## src/rtl/cart_pkg.sv

```systemverilog
// Shared types, widths and arithmetic helpers for the cart checkout block.
package cart_pkg;

    localparam int NUM_SLOTS = 5;
    localparam int PRICE_W   = 16;
    localparam int QTY_W     = 8;
    localparam int TOTAL_W   = 32;
    localparam int IDX_W     = 3;
    localparam int CNT_W     = 3;
    localparam int RATE_W    = 8;
    localparam int PROD_W    = PRICE_W + QTY_W;
    localparam int TAX_IW    = TOTAL_W + RATE_W;

    typedef enum logic [2:0] {
        IDLE  = 3'd0,
        FETCH = 3'd1,
        MULT  = 3'd2,
        TAX   = 3'd3,
        DONE  = 3'd4
    } state_e;

    // Tax in 1/256 units; the 40-bit product keeps every bit before truncation.
    function automatic logic [TOTAL_W-1:0] calc_tax(
        input logic [TOTAL_W-1:0] acc,
        input logic [RATE_W-1:0]  rate
    );
        logic [TAX_IW-1:0] prod;
        prod = TAX_IW'(acc) * TAX_IW'(rate);
        return prod[TAX_IW-1:RATE_W];
    endfunction

    // Grand total with an optional discount, clamped at zero instead of wrapping.
    function automatic logic [TOTAL_W-1:0] calc_grand(
        input logic [TOTAL_W-1:0] acc,
        input logic [TOTAL_W-1:0] tax,
        input logic [TOTAL_W-1:0] threshold,
        input logic [PRICE_W-1:0] discount
    );
        logic [TOTAL_W-1:0] sum;
        logic [TOTAL_W-1:0] disc;
        sum  = acc + tax;
        disc = TOTAL_W'(discount);
        if (threshold != '0 && acc >= threshold) begin
            return (sum >= disc) ? (sum - disc) : '0;
        end
        return sum;
    endfunction

endpackage

```

## src/rtl/cart_checkout_ctrl_item_mult.sv

```systemverilog
// CartItem multiplier: price times quantity for one slot, purely combinational.
module cart_checkout_ctrl_item_mult
    import cart_pkg::*;
(
    input  logic [PRICE_W-1:0] price_i,
    input  logic [QTY_W-1:0]   qty_i,
    output logic [PROD_W-1:0]  product_o
);

    // Full-width product; 16x8 bits never overflows 24 bits.
    always_comb begin
        product_o = PROD_W'(price_i) * PROD_W'(qty_i);
    end

endmodule

```

## src/rtl/cart_checkout_ctrl.sv

```systemverilog
// Checkout sequencer: walks the five cart slots, accumulates price x qty,
// applies tax and discount, and publishes the results with a done pulse.
//
// state | meaning
// IDLE  | waiting for start; results hold the last completed pass
// FETCH | slot_idx drives slot k, price/qty captured
// MULT  | product of slot k added to the accumulator when occupied
// TAX   | tax and grand total computed, results loaded on exit
// DONE  | one-cycle done pulse, back to IDLE
module cart_checkout_ctrl
    import cart_pkg::*;
(
    input  logic               clk,
    input  logic               reset_n,
    input  logic               start,
    input  logic               abort,
    input  logic [RATE_W-1:0]  tax_rate,
    input  logic [TOTAL_W-1:0] disc_threshold,
    input  logic [PRICE_W-1:0] disc_amount,
    output logic [IDX_W-1:0]   slot_idx,
    input  logic [PRICE_W-1:0] slot_price,
    input  logic [QTY_W-1:0]   slot_qty,
    output logic               busy,
    output logic               lock,
    output logic               done,
    output logic [TOTAL_W-1:0] subtotal,
    output logic [TOTAL_W-1:0] tax,
    output logic [TOTAL_W-1:0] grand_total,
    output logic [CNT_W-1:0]   item_count
);

    state_e             state_q;
    logic [IDX_W-1:0]   slot_q;
    logic [RATE_W-1:0]  rate_q;
    logic [TOTAL_W-1:0] thr_q;
    logic [PRICE_W-1:0] damt_q;
    logic [PRICE_W-1:0] price_q;
    logic [QTY_W-1:0]   qty_q;
    logic [TOTAL_W-1:0] acc_q;
    logic [CNT_W-1:0]   cnt_q;
    logic               busy_q;
    logic               done_q;
    logic [TOTAL_W-1:0] subtotal_q;
    logic [TOTAL_W-1:0] tax_q;
    logic [TOTAL_W-1:0] grand_q;
    logic [CNT_W-1:0]   count_q;

    logic [PROD_W-1:0]  prod;
    logic [TOTAL_W-1:0] acc_d;
    logic [TOTAL_W-1:0] tax_d;
    logic [TOTAL_W-1:0] grand_d;

    // One multiplier shared by every slot; its operands are the captured price/qty.
    cart_checkout_ctrl_item_mult u_item_mult (
        .price_i   (price_q),
        .qty_i     (qty_q),
        .product_o (prod)
    );

    // Next accumulator value and the end-of-pass arithmetic.
    always_comb begin
        acc_d   = acc_q + TOTAL_W'(prod);
        tax_d   = calc_tax(acc_q, rate_q);
        grand_d = calc_grand(acc_q, tax_d, thr_q, damt_q);
    end

    // Sequencer with registered outputs; abort only bites while a pass is running.
    always_ff @(posedge clk or negedge reset_n) begin
        if (!reset_n) begin
            state_q    <= IDLE;
            slot_q     <= '0;
            rate_q     <= '0;
            thr_q      <= '0;
            damt_q     <= '0;
            price_q    <= '0;
            qty_q      <= '0;
            acc_q      <= '0;
            cnt_q      <= '0;
            busy_q     <= 1'b0;
            done_q     <= 1'b0;
            subtotal_q <= '0;
            tax_q      <= '0;
            grand_q    <= '0;
            count_q    <= '0;
        end else begin
            case (state_q)
                IDLE: begin
                    done_q <= 1'b0;
                    if (start) begin
                        rate_q  <= tax_rate;
                        thr_q   <= disc_threshold;
                        damt_q  <= disc_amount;
                        acc_q   <= '0;
                        cnt_q   <= '0;
                        slot_q  <= '0;
                        busy_q  <= 1'b1;
                        state_q <= FETCH;
                    end
                end
                FETCH: begin
                    if (abort) begin
                        slot_q  <= '0;
                        busy_q  <= 1'b0;
                        state_q <= IDLE;
                    end else begin
                        price_q <= slot_price;
                        qty_q   <= slot_qty;
                        state_q <= MULT;
                    end
                end
                MULT: begin
                    if (abort) begin
                        slot_q  <= '0;
                        busy_q  <= 1'b0;
                        state_q <= IDLE;
                    end else begin
                        if (price_q != '0) begin
                            acc_q <= acc_d;
                            cnt_q <= cnt_q + CNT_W'(1);
                        end
                        if (slot_q == IDX_W'(NUM_SLOTS - 1)) begin
                            slot_q  <= '0;
                            state_q <= TAX;
                        end else begin
                            slot_q  <= slot_q + IDX_W'(1);
                            state_q <= FETCH;
                        end
                    end
                end
                TAX: begin
                    if (abort) begin
                        busy_q  <= 1'b0;
                        state_q <= IDLE;
                    end else begin
                        subtotal_q <= acc_q;
                        tax_q      <= tax_d;
                        grand_q    <= grand_d;
                        count_q    <= cnt_q;
                        done_q     <= 1'b1;
                        state_q    <= DONE;
                    end
                end
                DONE: begin
                    done_q  <= 1'b0;
                    busy_q  <= 1'b0;
                    state_q <= IDLE;
                end
                default: begin
                    slot_q  <= '0;
                    busy_q  <= 1'b0;
                    done_q  <= 1'b0;
                    state_q <= IDLE;
                end
            endcase
        end
    end

    assign slot_idx    = slot_q;
    assign busy        = busy_q;
    assign lock        = busy_q;
    assign done        = done_q;
    assign subtotal    = subtotal_q;
    assign tax         = tax_q;
    assign grand_total = grand_q;
    assign item_count  = count_q;

endmodule
```

## config.mk

```make
export PLATFORM = sky130hd
export DESIGN_NAME = cart_checkout_ctrl
export DESIGN_NICKNAME = d
export VERILOG_FILES = /design/src/rtl/cart_pkg.sv /design/src/rtl/cart_checkout_ctrl_item_mult.sv /design/src/rtl/cart_checkout_ctrl.sv
export SDC_FILE = /design/constraint.sdc
export NUM_CORES = 1
export LEC_CHECK = 0
export ABC_AREA = 1
export CORE_AREA = 2 2 183 257
export CTS_CLUSTER_DIAMETER = 80
export DETAILED_ROUTE_END_ITERATION = 7
export DIE_AREA = 0 0 185 259
export DONT_BUFFER_PORTS = 1
export GPL_TIMING_DRIVEN = 0
export PLACE_DENSITY = 0.8
export REMOVE_ABC_BUFFERS = 1
export SLEW_MARGIN = 40
export SYNTH_ARGS = -nofsm -noshare
export SYNTH_HDL_FRONTEND = slang
export SYNTH_HIERARCHICAL = 1
export SYNTH_SLANG_ARGS = --single-unit
```

## constraint.sdc

```tcl
create_clock -name clk -period 8.4 [get_ports clk]
set_input_delay 0.84 -clock clk [delete_from_list [all_inputs] [get_ports clk]]
set_output_delay 0.84 -clock clk [all_outputs]
set_load 0.1 [all_outputs]
```

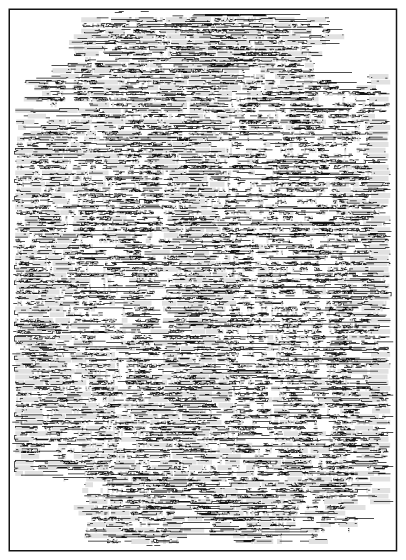
*Signal wires on met1*
The wires run mostly horizontal. The layer holds 35% of the routed length.
total vias in the final route: 25000
Routed Wire Length: 77.6 mm
met1 routing resource usage after global routing: 33.8%

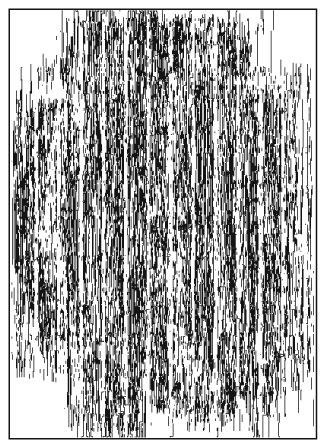
*Signal wires on met2*
The layer holds 52% of the routed length. The layer carries 40.1 mm of wire.
GR Layer Usage met2: 60.9%

==> reports/summary.log <==
qor: run_status.run_status finished clean
qor: logic_synthesis.synth_simple_gate_area_share 26.2%
qor: cells_and_area.final_standard_cell_area_without_fillers 29800 µm²
qor: grt.grt_max_degree 223
qor: critical_path.critPathCaptureType flop
qor: drt.routed_wire_length_per_instance 16.6 µm
qor: drt.detailroute.wirelength.met2 40.1 mm
qor: critical_path.critical_path_required 8.90 ns
qor: grt.grt_most_used_layer met2
qor: critical_path.endpoint grand_total[31]$_DFFE_PN0P_
qor: drt.final_antenna_net_count 0
qor: logic_synthesis.ys_top_logic_family adder cells
qor: cells_and_area.multiInputGateArea 18300 µm²
qor: cells_and_area.net_count_reported_at_finish 4594
qor: sta.setup_viol 0
qor: die.die_w 185 µm
qor: cells_and_area.storage_element_area 5720 µm²
qor: place.portBuffers 0
qor: sta.finalCritPeriodShare 93.5%
qor: cts.cts_hold_buffers 1
qor: cells_and_area.layout.cells.non_filler 4672
qor: cells_and_area.layout.cells.most_common_list 1319 x nand2_1, 954 x inv_1, 266 x fa_1, 239 x nor2_1, 207 x ha_1
qor: logic_synthesis.synth.yosys.num_cells 4121
qor: grt.grt.total_usage 32.4%
qor: critical_path.critical_path.most_common_cell nand2_1
qor: critical_path.path_class flop to flop
qor: logic_synthesis.cell_types_with_the_largest_area_share_after_synthesis dfrtp_1 20%, fa_1 19%, nand2_1 18%, inv_1 13%, ha_1 9.3%
qor: grt.grt_use_met3 3.61%
qor: sta.maxClockFrequency 127 MHz
qor: cts.clkSinkCount 222
qor: flow_run.openroad_warnings 29
qor: cts.clk-insertion-delay-late 0.58 ns
qor: logic_synthesis.synth.mux.area_fraction 0.402%
qor: logic_synthesis.aoi_share 8.14%
qor: sta.fin_hold_ws 0.0253 ns
qor: place.gp_routability_congestion 0.985
qor: logic_synthesis.adders_majority_by_area 28.3%
qor: logic_synthesis.ys_ff 222
qor: grt.wire_length_of_the_first_global_routing_pass 124 mm
qor: drt.drcViolationCount 0
qor: place.dp_cell_count 4609
qor: cts.h-tree-depth 1
qor: die.die_h 259 µm
qor: die.placement_rows 93
qor: cts.maximum_number_of_buffers_from_clock_root_to_sink 3
qor: critical_path.critPathTopFamily adder cells
qor: sta.timing.final.ws_setup 0.543 ns
qor: logic_synthesis.synthesis.area 28000 µm²
qor: cts.numCtsBuffers 25
qor: sta.worst_slew_margin_rel 40.7%
qor: drt.vias_per_cell 5.35
qor: logic_synthesis.top_area_cell dfrtp_1
qor: grt.global_route.overflow_total 0
qor: drt.first_pass_iters 6
qor: logic_synthesis.netlist.top_cell.by_instances nand2_1
qor: critical_path.crit_start rate_q[2]$_DFFE_PN0P_
qor: cells_and_area.postLayoutCoreUtil 65.4%
qor: cells_and_area.num_antenna_cells 0
qor: critical_path.rr_worst_depth 41
qor: cells_and_area.final_layout_size_suffix_gt1_share 6.95%
qor: logic_synthesis.post_synth_most_frequent_cells 1321 x nand2_1, 956 x inv_1, 266 x fa_1, 244 x nor2_1, 222 x dfrtp_1
qor: cells_and_area.layout.cells.most_common nand2_1
qor: cts.cts_root_buffer clkbuf_16
qor: cts.setup_buffers_after_cts 0
qor: sta.drv_slew 0
qor: critical_path.critical_path_arrival 8.35 ns
qor: logic_synthesis.xor_area_share 2.22%
qor: sta.hold_violations 0
qor: critical_path.critical_path_buf_inv_count 6
qor: logic_synthesis.post_synth_num_cell_types 46
qor: critical_path.worstReg2RegStart rate_q[2]$_DFFE_PN0P_
qor: drt.topRoutingLayerUsed met4
qor: critical_path.critical_path.reg2reg.endpoint grand_total[31]$_DFFE_PN0P_
qor: drt.wl_met1 27.3 mm
qor: worst_hold_path.hold_class input pin to asynchronous set/reset pin
qor: cells_and_area.fillerInstances 4087
qor: critical_path.critical_path.startpoint_type flop
qor: drt.met3_wirelength 4.23 mm
qor: critical_path.cpMaxStageDelayCell dfrtp_4
qor: grt.grt_antenna_before_repair 0
qor: logic_synthesis.post_synth_inst_count 4121
qor: sta.finClkSkew 0.0221 ns
qor: logic_synthesis.yosysSeqAreaShare 19.9%
qor: sta.worst_slew_pin_slew 0.890 ns
qor: cts.number_of_gates_resized_after_cts 4
qor: critical_path.register_to_register_setup_slack 0.54 ns
qor: cts.clkTransAtPathRegs 0.06 ns
qor: sta.post-route-min-period 7.86 ns
qor: logic_synthesis.yosys.stat.chipArea 28000 µm²
## layout make-up
| class | count | share of cell area [%] |
|---|---|---|
| Sequential cell | 222 | 19.2 |
| Clock inverter | 14 | 0.680 |
| Clock buffer | 31 | 2.27 |
| Timing Repair Buffer | 32 | 1.62 |
| Multi-Input combinational cell | 2793 | 61.5 |
| Tap cell | 617 | 2.59 |
| Inverter | 963 | 12.1 |
